==> src/rtl/conv_in_pkg.sv <==
// rtl/conv_in_pkg.sv - shared config layout, TUSER bit map and FSM state for the conv input tagger
package conv_in_pkg;
  localparam int DEF_KW_MAX      = 7;
  localparam int DEF_SW_MAX      = 2;
  localparam int DEF_BITS_COLS   = 10;
  localparam int DEF_BITS_CIN    = 10;
  localparam int DEF_BITS_BLOCKS = 10;
  // Fields are one bit wider than the legal range so bad configs are representable.
  localparam int DEF_BITS_KW2    = $clog2(DEF_KW_MAX);
  localparam int DEF_BITS_SW     = $clog2(DEF_SW_MAX + 1);

  // Packed MSB first, so kw2 lands in the LSBs of the config word.
  typedef struct packed {
    logic [DEF_BITS_BLOCKS-1:0] blocks_1;
    logic [DEF_BITS_CIN-1:0]    cin_1;
    logic [DEF_BITS_COLS-1:0]   cols_1;
    logic [DEF_BITS_SW-1:0]     sw_1;
    logic [DEF_BITS_KW2-1:0]    kw2;
  } cfg_t;

  localparam int CFG_WIDTH = $bits(cfg_t);

  localparam int I_IS_CONFIG    = 0;
  localparam int I_IS_CIN_LAST  = 1;
  localparam int I_IS_COLS_1_K2 = 2;
  localparam int I_IS_COL_VALID = 3;
  localparam int I_KW2          = 4;
  localparam int I_SW_1         = I_KW2 + DEF_BITS_KW2;
  localparam int TUSER_WIDTH_CONV_IN = I_SW_1 + DEF_BITS_SW;

  typedef enum logic {IDLE, PIX} state_t;
endpackage

==> src/rtl/wrap_counter.sv <==
// rtl/wrap_counter.sv - up counter 0..max that wraps to 0, with synchronous clear
module wrap_counter #(
  parameter int W = 8
) (
  input  logic         clk,
  input  logic         rstn,
  input  logic         clr,
  input  logic         en,
  input  logic [W-1:0] max,
  output logic [W-1:0] count,
  output logic         last
);
  assign last = (count == max);

  always_ff @(posedge clk) begin
    if (!rstn)      count <= '0;
    else if (clr)   count <= '0;
    else if (en)    count <= last ? '0 : count + 1'b1;
  end
endmodule

==> src/rtl/conv_in_tuser_gen.sv <==
// rtl/conv_in_tuser_gen.sv - tags conv input beats with config/cin/col TUSER flags for the pad filter
module conv_in_tuser_gen
  import conv_in_pkg::*;
#(
  parameter int DATA_WIDTH  = 64,
  parameter int KW_MAX      = DEF_KW_MAX,
  parameter int SW_MAX      = DEF_SW_MAX,
  parameter int BITS_COLS   = DEF_BITS_COLS,
  parameter int BITS_CIN    = DEF_BITS_CIN,
  parameter int BITS_BLOCKS = DEF_BITS_BLOCKS,
  parameter int TUSER_WIDTH = TUSER_WIDTH_CONV_IN
) (
  input  logic                   aclk,
  input  logic                   aresetn,
  input  logic                   aclken,
  input  logic [DATA_WIDTH-1:0]  s_data,
  input  logic                   s_valid,
  input  logic                   s_last,
  output logic                   s_ready,
  output logic [DATA_WIDTH-1:0]  m_data,
  output logic                   m_valid,
  input  logic                   m_ready,
  output logic                   m_last,
  output logic [TUSER_WIDTH-1:0] m_user,
  output logic [1:0]             err
);
  localparam int KW2_MAX  = KW_MAX / 2;
  localparam int BITS_KW2 = $clog2(KW_MAX);
  localparam int BITS_SW  = $clog2(SW_MAX + 1);
  localparam int O_SW     = BITS_KW2;
  localparam int O_COLS   = O_SW + BITS_SW;
  localparam int O_CIN    = O_COLS + BITS_COLS;
  localparam int O_BLK    = O_CIN + BITS_CIN;

  state_t                 state;
  logic [BITS_KW2-1:0]    kw2_r;
  logic [BITS_SW-1:0]     sw_1_r;
  logic [BITS_COLS-1:0]   cols_1_r;
  logic [BITS_CIN-1:0]    cin_1_r;
  logic [BITS_BLOCKS-1:0] blocks_1_r;
  logic                   bad_cfg_r;
  logic [BITS_SW-1:0]     phase;

  logic [BITS_CIN-1:0]    cin;
  logic [BITS_COLS-1:0]   col;
  logic [BITS_BLOCKS-1:0] blk;
  logic                   cin_last, col_last, blk_last;
  logic                   unused_counts;

  logic                   accept, pix_acc, frame_end, frame_done, col_step;
  logic [BITS_KW2-1:0]    in_kw2;
  logic [BITS_SW-1:0]     in_sw_1;
  logic [BITS_COLS-1:0]   in_cols_1;
  logic [BITS_CIN-1:0]    in_cin_1;
  logic [BITS_BLOCKS-1:0] in_blocks_1;
  logic                   in_bad;
  logic [BITS_COLS-1:0]   k2_col;
  logic [TUSER_WIDTH-1:0] user_nxt;

  assign s_ready    = aclken & (!m_valid | m_ready);
  assign accept     = s_valid & s_ready;
  assign pix_acc    = accept & (state == PIX);
  assign frame_end  = cin_last & col_last & blk_last;
  // An early s_last ends the frame just like the counted final beat.
  assign frame_done = pix_acc & (frame_end | s_last);
  assign col_step   = pix_acc & cin_last;

  assign in_kw2      = s_data[BITS_KW2-1:0];
  assign in_sw_1     = s_data[O_SW +: BITS_SW];
  assign in_cols_1   = s_data[O_COLS +: BITS_COLS];
  assign in_cin_1    = s_data[O_CIN +: BITS_CIN];
  assign in_blocks_1 = s_data[O_BLK +: BITS_BLOCKS];
  assign in_bad      = (in_kw2 > BITS_KW2'(KW2_MAX)) | (in_sw_1 >= BITS_SW'(SW_MAX)) |
                       (in_cols_1 < BITS_COLS'(in_kw2));
  assign k2_col        = cols_1_r - BITS_COLS'(kw2_r);
  assign unused_counts = ^{cin, blk};

  wrap_counter #(.W(BITS_CIN)) u_cin (
    .clk(aclk), .rstn(aresetn), .clr(frame_done), .en(pix_acc),
    .max(cin_1_r), .count(cin), .last(cin_last)
  );
  wrap_counter #(.W(BITS_COLS)) u_col (
    .clk(aclk), .rstn(aresetn), .clr(frame_done), .en(col_step),
    .max(cols_1_r), .count(col), .last(col_last)
  );
  wrap_counter #(.W(BITS_BLOCKS)) u_blk (
    .clk(aclk), .rstn(aresetn), .clr(frame_done), .en(col_step & col_last),
    .max(blocks_1_r), .count(blk), .last(blk_last)
  );

  always_comb begin
    user_nxt = '0;
    if (state == IDLE) begin
      user_nxt[I_IS_CONFIG]          = 1'b1;
      user_nxt[I_KW2 +: BITS_KW2]    = in_kw2;
      user_nxt[I_SW_1 +: BITS_SW]    = in_sw_1;
    end else begin
      user_nxt[I_IS_CIN_LAST]        = cin_last;
      user_nxt[I_IS_COLS_1_K2]       = !bad_cfg_r && (col == k2_col);
      user_nxt[I_IS_COL_VALID]       = (phase == '0);
      user_nxt[I_KW2 +: BITS_KW2]    = kw2_r;
      user_nxt[I_SW_1 +: BITS_SW]    = sw_1_r;
    end
  end

  always_ff @(posedge aclk) begin
    if (!aresetn) begin
      state      <= IDLE;
      m_valid    <= 1'b0;
      m_data     <= '0;
      m_last     <= 1'b0;
      m_user     <= '0;
      err        <= '0;
      kw2_r      <= '0;
      sw_1_r     <= '0;
      cols_1_r   <= '0;
      cin_1_r    <= '0;
      blocks_1_r <= '0;
      bad_cfg_r  <= 1'b0;
      phase      <= '0;
    end else if (aclken) begin
      if (accept) begin
        m_valid <= 1'b1;
        m_data  <= s_data;
        m_last  <= s_last;
        m_user  <= user_nxt;
      end else if (m_ready) begin
        m_valid <= 1'b0;
      end

      if (accept && state == IDLE) begin
        kw2_r      <= in_kw2;
        sw_1_r     <= in_sw_1;
        cols_1_r   <= in_cols_1;
        cin_1_r    <= in_cin_1;
        blocks_1_r <= in_blocks_1;
        bad_cfg_r  <= in_bad;
        if (in_bad) err[0] <= 1'b1;
        state <= PIX;
      end

      if (pix_acc) begin
        if (frame_end != s_last) err[1] <= 1'b1;
        if (frame_done) state <= IDLE;
      end

      // Stride phase restarts at col 0 of every row.
      if (frame_done || (col_step && col_last)) phase <= '0;
      else if (col_step) phase <= (phase == sw_1_r) ? '0 : phase + 1'b1;
    end
  end
endmodule
==> config.mk <==
export PLATFORM = sky130hd
export DESIGN_NAME = conv_in_tuser_gen
export DESIGN_NICKNAME = d
export VERILOG_FILES = /design/src/rtl/conv_in_pkg.sv /design/src/rtl/wrap_counter.sv /design/src/rtl/conv_in_tuser_gen.sv
export SDC_FILE = /design/constraint.sdc
export NUM_CORES = 1
export LEC_CHECK = 0
export CORE_ASPECT_RATIO = 0.7
export CORE_MARGIN = 4
export CORE_UTILIZATION = 40
export CTS_CLUSTER_SIZE = 16
export DETAILED_ROUTE_END_ITERATION = 8
export GPL_TIMING_DRIVEN = 0
export PLACE_DENSITY = 0.73
export RECOVER_POWER = 100
export SETUP_SLACK_MARGIN = 0.1
export SKIP_LAST_GASP = 1
export SLEW_MARGIN = 10
export SYNTH_ARGS = -nofsm -noshare
export SYNTH_HDL_FRONTEND = slang
export SYNTH_HIERARCHICAL = 1
export SYNTH_SLANG_ARGS = --single-unit
==> constraint.sdc <==
create_clock -name aclk -period 5.7 [get_ports aclk]
set_input_delay 1.14 -clock aclk [delete_from_list [all_inputs] [get_ports aclk]]
set_output_delay 1.14 -clock aclk [all_outputs]
set_load 0.05 [all_outputs]
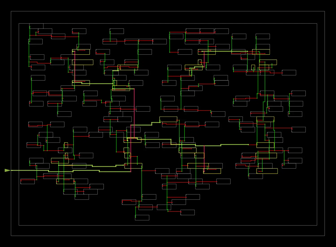
clocks.png
Latency at later pin: 0.43 ns
CTS sink count: 146

==> out/results.tsv <==
metric	value	unit
Seq cells post-synth	146	
Post-Syn Instances	786	
Multiplexer share	0.580	%
Power Dens Cells	292	nW/µm²
CP Capture Type	output pin	
setup tns final	0	ns
Critical Path RT	4.56	ns
synthesized area per cell	8.79	µm²
CP delay by family, top	buffers and inverters	
Synth logic family	simple AND/OR/NAND/NOR gates	
synthesized area	6910	µm²
Finished Layout Cells	1190	
Nets	1033	
Syn. warnings	6	
first drt pass iteration count	5	
Ports	148	
fa+ha+maj area frac	2.10	%
Placed Area	8660	µm²
Syn Nets	867	
WL met1	9150	µm
Max-slew headroom	48.3	%
share of layout cells above drive strength 1	6.32	%
CP max stage delay	0.87	ns
Buffers, non-clock	189	
Fillers	1511	
dpl ws	1.56	ns
Hold Path Stages	2	
period utilization	69.1	%
worst slew pin tran	0.773	ns
Area growth syn-to-layout	32.8	%
met2 Track Usage GR	28.2	%
top sig layer	met4	
YS chip area	6910	µm²
n_diodes	0	
Logic Gate Count	575	
number of cells in Yosys stat	786	
Synth Area in XOR/XNOR	8.80	%
number of sequential cells	146	
setup bufs post-CTS	0	
Design Power	2.68	mW
Max Freq	0.254	GHz
critical path cell sequence	dlygate4sd3_1 -> nand2b_1 -> and2_1 -> dlygate4sd3_1	
final RePlAce weighted congestion	0.858	
WHS Endpoint	m_data[53]$_SDFFE_PN0P_	
Antenna Nets Post-Route	0	
clkbuf count	22	
status	completed	
GRT met3 Usage	5.99	%
Seq/Total Area, Yosys	42.3	%
Placed Cells incl. Taps	1158	
Final Max Slew Viols	0	
r2r setup slk	2.72	ns
total grt overflow	0	
Clock Pin Slew Worst Setup and Hold Paths	0.06	ns
vias in the first global route	5617	
Avg WL per Cell	15.6	µm
H-tree levels	4	
AND-OR/OR-AND Cells, Area Fraction	20.2	%
clock-cell share of area	6.76	%
die height	118	µm
hold_buf cts	0	
flip-flop and latch area	2920	µm²
DRT iter0 DRCs	357	
Fin. Hold Viols	0	
Non-clock inverters	23	
Data buffer area share	17.8	%
GRT Util Overall	19.3	%
initial antenna violation count	0	
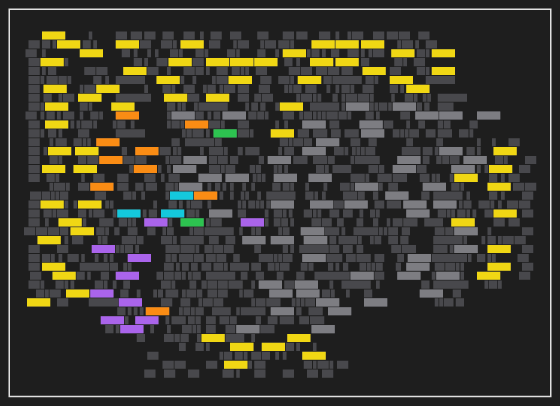
flops_by_reg.png
Other sequential cells in the stronger gray, the rest of the logic in the fainter gray.
cyan -> kw2_r  # sequential cells 3
yellow -> m_data  # sequential cells 64, where all over the die
green -> err  # sequential cells 2
orange -> m_user  # sequential cells 9, where middle left
purple -> cols_1_r  # sequential cells 10

## worst max path at each step
stage | start | depth (start not counted) | slack, ns | to
6_report | m_ready | 4 | 1.76 | s_ready
3_5_place_dp | m_ready | 10 | 1.56 | u_blk/count[1]$_SDFFE_PP0P_
3_3_place_gp | m_ready | 10 | 1.55 | u_blk/count[1]$_SDFFE_PP0P_
2_1_floorplan | m_ready | 9 | 2.70 | u_blk/count[1]$_SDFFE_PP0P_
5_1_grt | m_ready | 11 | 1.59 | u_blk/count[7]$_SDFFE_PP0P_
4_1_cts | m_ready | 4 | 1.89 | s_ready
## state kept, by name, summed over array words and instances, names as in the netlist
signal       count
bad_cfg_r        1
blocks_1_r      10
cin_1_r         10
cols_1_r        10
err              2
kw2_r            3
m_data          64
m_last           1
m_user           9
m_valid          1
phase            2
state            1
sw_1_r           2
u_blk/count     10
u_cin/count     10
u_col/count     10
## power breakdown
| group | switching [mW] | total (mW) | internal, mW |
|---|---|---|---|
| clock | 0.425 | 1.18 | 0.753 |
| combinational | 0.262 | 0.415 | 0.153 |
| sequential | 0.0256 | 1.09 | 1.06 |
## cells in the mapped netlist, types with 8 or more instances
| cell | count | area (µm²) |
|---|---|---|
| nand2_1 | 229 | 860 |
| dfxtp_1 | 146 | 2920 |
| a21boi_0 | 58 | 435 |
| xnor2_1 | 54 | 473 |
| a21boi_1 | 45 | 338 |
| clkbuf_1 | 37 | 139 |
| inv_1 | 23 | 86.3 |
| nor2_1 | 23 | 86.3 |
| a211oi_2 | 21 | 263 |
| nand2b_1 | 16 | 100 |
| a21oi_1 | 11 | 55.1 |
| ha_1 | 10 | 125 |
| nand3_1 | 10 | 50.1 |
| nor2b_1 | 8 | 50.1 |
| xor2_1 | 8 | 70.1 |
Power figures rest on the tool's default switching activity, not on a simulated workload.
